Design mips_fetch_unit, sky130hd; sources not shown.
Figure 1. Register map, names as in the netlist (run 1).
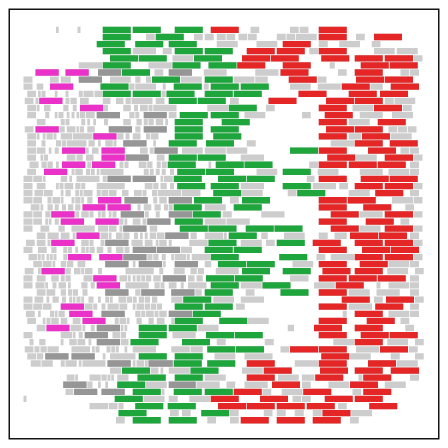
| colour | netlist name | sequential cells |
|---|---|---|
| red | instr_mem_q | 128 |
| green | pc_mem_q | 120 |
| magenta | imem_req_addr | 30 |
Flop area: 9279 um2
fraction of standard cell area that is sequential: 57.14%
flip-flop and latch power: 0.00428 W

Figure 2. Placed standard cells (run 1).
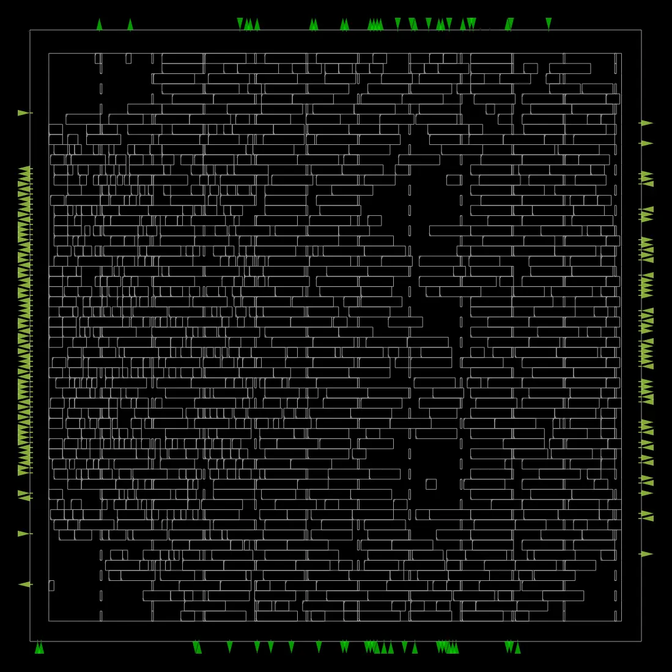
count of sequential standard cells: 321
count of standard-cell rows: 56
Finished Core Util: 69.39%
well tap count: 319
Core Box Area: 23400 um2

Figure 3. Routed metal per tile (run 1).
Scale bar: 50 um. The die is cut into 33 by 33 equal tiles; dark purple is low, yellow is high, scaled to the fullest tile. Values are wire area over tile area, all layers added.
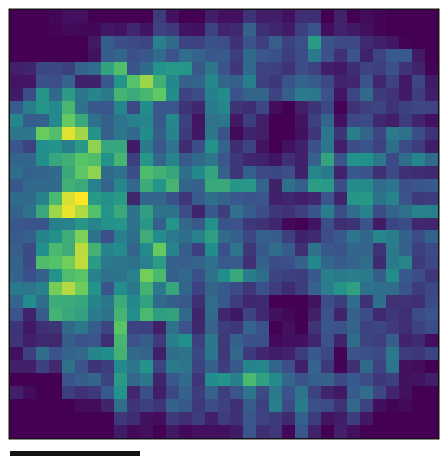
densest ninth of the die: middle left
fullest tile: 0.59
nearly empty tiles: 9.8%
mean over tiles: 0.16
wire length after detailed routing: 26350 um
DR WL/cell: 20.35 um
Vias: 7511
global-route total usage across every layer: 19.91%

==> run summary, run 1 <==
First-pass GRT wire length = 42130 um
H-tree levels = 1
Global routing usage on met2 = 32.06%
Number of detailed-routing iterations run before antenna repair = 5
Worst min-delay path class = reg -> reg
Yosys aoi share = 4.190%
Placed wire-length estimate = 16370 um
Most frequent logic cell in the layout = sky130_fd_sc_hd__edfxtp_1
Tool warning count = 32
Hold Fails Final Rpt = 0
Met1 Use GR = 28.66%
Clock period minus worst slack = 3366 ps
Number of violations reported at the end of detailed-routing iteration 0 = 498
Count of hold-fix buffers inserted at cts = 0
Multiplexer share = 10.96%
Synth async-reset ratio = 22.74%
Top cells, area = sky130_fd_sc_hd__edfxtp_1, sky130_fd_sc_hd__dfrtp_1, sky130_fd_sc_hd__mux4_2
Height of the die = 164.0 um
Yosys stat cell total = 774
Worst hold slack across all endpoints = 535.3 ps
Unrepaired setup endpoints after global routing = no
Number of gates resized after CTS = 0
Sequence of cells on the critical path = buf_4, mux4_2, clkdlybuf4s50_1
Deepest clock path buffer count = 3
Count of buffers inserted at the top-level ports = 161
Dominant flop cell = sky130_fd_sc_hd__edfxtp_1
Maximum ir drop on the vdd rail = 0.3035 mV
Most frequent logic cells in the routed design = sky130_fd_sc_hd__edfxtp_1, sky130_fd_sc_hd__clkdlybuf4s50_1, sky130_fd_sc_hd__dfrtp_1
Layout Nets = 1038
CTS sink count = 321
Post-synth top area share = 57.07%
XOR/XNOR share of the synthesized area = 2.617%
Total standard cell area after synthesis = 13050 um2
Total power after layout = 0.009497 W
Postcts setup bufs = 0
Area post-placement = 15130 um2
Required @ worst endpoint = 3040 ps
Area Overhead vs Synth = 24.44%
Startpoint kind of the worst setup timing path = flip-flop
FP Core Util = 55.76%
Remaining number of nets flagged by the antenna check after routing = 0
Total met3 wirelength after detailed routing = 2061 um
Yosys top cell by instances = sky130_fd_sc_hd__edfxtp_1
Post-synth tally of flip-flops with integrated enable = 248
Share of the clock period used by the worst path after layout = 88.58%
Share of cells above drive strength 1 = 15.78%
Met2 WL = 12750 um
Flip-flop count of the largest register, all copies and words added = 128
Leakage power summed over all cells = 5.509 nW
Number of filler instances in the final layout = 1581
Accumulated negative setup slack = 0 ps
Mean instance size in the synthesized netlist = 16.86 um2
Post-synthesis chip area from yosys = 13050 um2
Register share after synthesis = 71.06%
Status = finished clean
Critical Path End Type = output pin
Setup Skew = 9.529 ps
Number of distinct library cell variants in the gate-level netlist after synthesis = 50
CTS Buf Count = 31
Final std cell area, no fill = 16240 um2
Clock tree from TritonCTS = done
Worst slew margin relative to its limit = 34.44%
Cell count after placement = 1237
Area share of and/or/nand/nor cells after synthesis = 7.584%
Die ar. = 26910 um2
Actual slew at the worst max-slew pin = 982.4 ps
Number of global-route vias before repair = 7757
Uppermost layer routed = met4
Max-capacitance violation count = 0
Minimum setup slack in the final design = 433.9 ps
Adder and majority gate portion of the synthesized area = 1.649%
Commonest cells post-synth = sky130_fd_sc_hd__edfxtp_1, sky130_fd_sc_hd__dfrtp_1, sky130_fd_sc_hd__mux4_2
## run 1: power by group
| part | internal [W] | leakage (nW) | switching, W |
|---|---|---|---|
| clock network | 0.00190 | 0.534 | 0.00125 |
| logic | 0.00118 | 1.86 | 0.000883 |
| registers | 0.00403 | 3.12 | 0.000250 |
| total | 0.00711 | 5.51 | 0.00239 |
## run 1: critical path, delay by kind of cell, from the launching register on
family	cells	cell delay, ps
buffers and inverters	2	810
flip-flops	1	700
multiplexers	1	540
## run 1: layout make-up
cell class | instances | area share, %
clock buffers | 43 | 5.686
clock inverters | 14 | 0.9862
inverters | 19 | 0.4623
multi-input cells | 399 | 21.84
flip-flops and latches | 321 | 57.14
well taps | 319 | 2.458
repair buffers | 180 | 11.43
Figure 4. Routed clock nets over the placement (run 1).
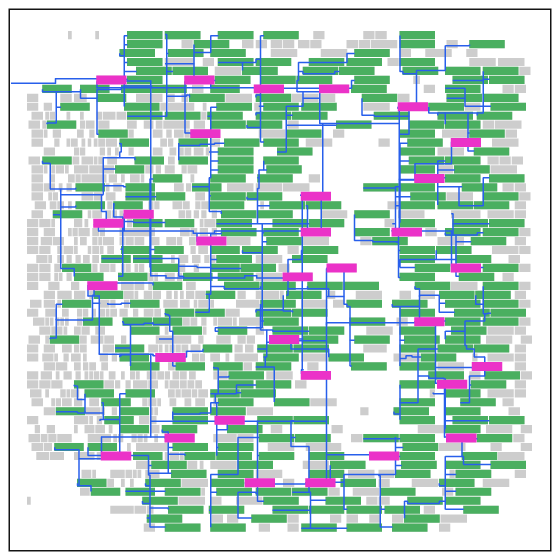

==> run 2: changes to the inputs <==
CORE_UTILIZATION = 60   (was 55)
DONT_BUFFER_PORTS = 1   (was default)
PLACE_DENSITY = 0.8   (was 0.83)
Figure 5. Routed clock nets over the placement (run 2).
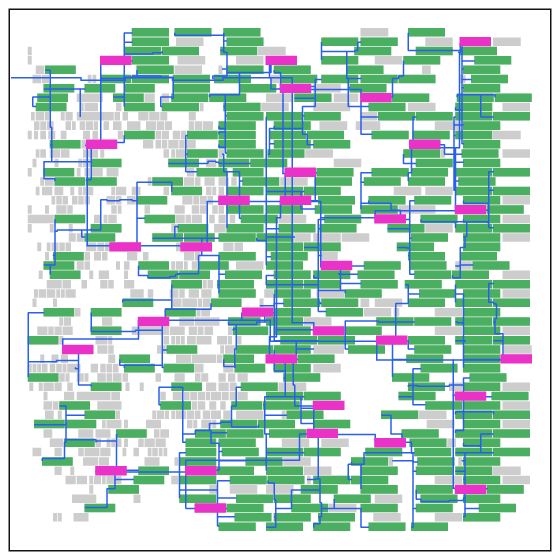
[magenta] cells driving clock nets | count: 30
[green] flip-flops | count: 321
[blue] clock wires | length: 3150 um
routed clock nets: 31
Setup Skew: 13.79 ps
clock distribution power: 0.00305 W

Figure 6. Routed metal per tile (run 2).
Scale bar: 50 um. The die is cut into 31 by 31 equal tiles; dark purple is low, yellow is high, scaled to the fullest tile. Values are wire area over tile area, all layers added.
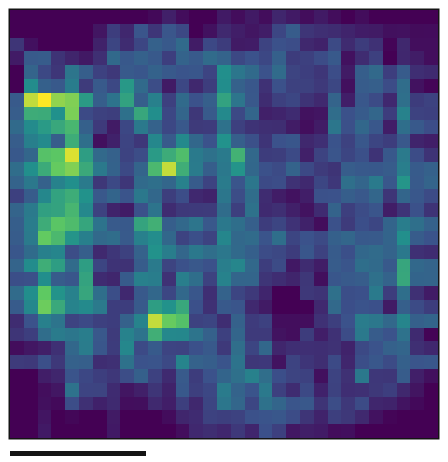
fullest tile: 0.69
mean over tiles: 0.17
tiles over half the peak: 7.1%
Vias: 6882
global-route total usage across every layer: 20.87%
DR WL/cell: 23.60 um
wire length after detailed routing: 25720 um

==> run 2 against run 1 <==
  * Area after synthesis unchanged
  * Largest cell class unchanged
  * Power down 7.8%
  * Clock skew up 4.3 ps
==> run summary, run 2 <==
Tool warning count = 32 (unchanged)
MI comb cells = 399 (unchanged)
Accumulated negative setup slack = 0 ps (unchanged)
Number of filler instances in the final layout = 1404 (-11%)
Hold Fails Final Rpt = 0 (unchanged)
Share of cells above drive strength 1 = 17.65% (+1.9 points)
Proportion of cell area spent on the clock network = 7.160% (+0.49 points)
Status = finished clean
Yosys aoi share = 4.190% (unchanged)
Commonest cells post-synth = sky130_fd_sc_hd__edfxtp_1, sky130_fd_sc_hd__dfrtp_1, sky130_fd_sc_hd__mux4_2
Multiplexer share = 10.96% (unchanged)
Clk ins delay skew pair = 540 ps
Category of the critical setup timing path = reg -> reg
Worst hold slack across all endpoints = 106.3 ps (-429.1 ps)
FP Core Util = 60.36% (+4.6 points)
Logic area = 3546 um2
Yosys stat cell total = 774 (unchanged)
Remaining number of nets flagged by the antenna check after routing = 0 (unchanged)
Max power group = registers
Met2 WL = 12360 um (-3.1%)
Sequential Power Share = 49.6% (+4.6 points)
Leakage power summed over all cells = 4.820 nW (-13%)
Logic gate share of total power = 15.6% (-6.1 points)
Net load switching power = 0.002242 W (-6.1%)
Flip-flop count of the largest register, all copies and words added = 128 (unchanged)
Well tap count = 280 (-12%)
Cell count after placement = 1033 (-16%)
H-tree levels = 1 (unchanged)
Maximum ir drop on the vdd rail = 0.3305 mV (+8.9%)
Count of hold-fix buffers inserted at cts = 0 (unchanged)
Fraction of area in non-clock buffers = 1.263% (-10 points)
Postcts setup bufs = 0 (unchanged)
CTS sink count = 321 (unchanged)
Comb group = 0.00137 W (-33%)
XOR/XNOR share of the synthesized area = 2.617% (unchanged)
Total met3 wirelength after detailed routing = 2660 um (+29%)
Clock period minus worst slack = 3182 ps (-184.1 ps)
Dominant flop cell = sky130_fd_sc_hd__edfxtp_1
First-pass GRT wire length = 39860 um (-5.4%)
Count of standard-cell rows = 54 (-3.6%)
Core Box Area = 21620 um2 (-7.6%)
Post-synth tally of flip-flops with integrated enable = 248 (unchanged)
Flip-flop and latch power = 0.00435 W (+2%)
Critical Path End Type = flip-flop
Mean instance size in the synthesized netlist = 16.86 um2 (unchanged)
Unrepaired setup endpoints after global routing = no
Most frequent logic cells in the routed design = sky130_fd_sc_hd__edfxtp_1, sky130_fd_sc_hd__dfrtp_1, sky130_fd_sc_hd__mux4_2
Fraction of standard cell area that is sequential = 64.13% (+7.0 points)
Area Overhead vs Synth = 10.87%
Number of gates resized after CTS = 0 (unchanged)
Number of global-route vias before repair = 7021 (-9.5%)
Deepest clock path buffer count = 3 (unchanged)
Final std cell area, no fill = 14470 um2 (-11%)
Area post-placement = 13410 um2 (-11%)
Multi-input gate share of total cell area = 24.51% (+2.7 points)
Top cells, area = sky130_fd_sc_hd__edfxtp_1, sky130_fd_sc_hd__dfrtp_1, sky130_fd_sc_hd__mux4_2
Yosys top cell by area = sky130_fd_sc_hd__edfxtp_1
Clock Buffer Count = 41 (-4.7%)
Count of sequential standard cells = 321 (unchanged)
Max-capacitance violation count = 0 (unchanged)
Post-synth top area share = 57.07% (unchanged)
Post-synthesis chip area from yosys = 13050 um2 (unchanged)
Required @ worst endpoint = 4260 ps (+1220 ps)
Invs w/o clock = 19 (unchanged)
Adder and majority gate portion of the synthesized area = 1.649% (unchanged)
Routed metal-1 wirelength = 10370 um
Area share of and/or/nand/nor cells after synthesis = 7.584% (unchanged)
Global routing usage on met2 = 33.20% (+1.1 points)
Total power after layout = 0.008761 W (-7.8%)
Layout buffer count excluding clock buffers = 15 (-92%)
Met1 Use GR = 29.39% (+0.73 points)
Share of the clock period used by the worst path after layout = 83.74% (-4.8 points)
Most frequent logic cell in the layout = sky130_fd_sc_hd__edfxtp_1
Height of the die = 157.5 um (-4.0%)
Internal Power = 0.006519 W (-8.3%)
Number of detailed-routing iterations run before antenna repair = 5 (unchanged)
Minimum setup slack in the final design = 618.0 ps (+184.1 ps)
Total standard cell area after synthesis = 13050 um2 (unchanged)
Count of buffers inserted at the top-level ports = 0 (-100%)
Flop area = 9279 um2 (unchanged)
Worst min-delay path class = in -> async
Yosys top cell by instances = sky130_fd_sc_hd__edfxtp_1
Uppermost layer routed = met4
Register share after synthesis = 71.06% (unchanged)
Startpoint kind of the worst setup timing path = flip-flop
Share of total power consumed by net switching = 25.59% (+0.45 points)
Layout Nets = 872 (-16%)
Finished Core Util = 66.92% (-2.5 points)
Placed wire-length estimate = 16890 um (+3.2%)
Relative contribution of the clock network to total power = 34.8% (+1.6 points)
Actual slew at the worst max-slew pin = 963.9 ps (-18.44 ps)
Count of boundary I/O pins = 168
CTS Buf Count = 30 (-3.2%)
Worst slew margin relative to its limit = 35.50% (+1.1 points)
==> run 2: critical path, stage by stage, from the launching register on <==
cell and delay, ps:
sky130_fd_sc_hd__dfrtp_1 400, sky130_fd_sc_hd__ha_1 310, sky130_fd_sc_hd__nor4_2 290, sky130_fd_sc_hd__and4_4 450, sky130_fd_sc_hd__inv_2 230, sky130_fd_sc_hd__ha_1 330
sky130_fd_sc_hd__inv_1 40, sky130_fd_sc_hd__ha_1 180, sky130_fd_sc_hd__fa_1 390, sky130_fd_sc_hd__xnor2_1 180, sky130_fd_sc_hd__xnor2_1 170, sky130_fd_sc_hd__nand2_1 70
sky130_fd_sc_hd__o21ai_0 60
Power and IR drop assume default switching activity.
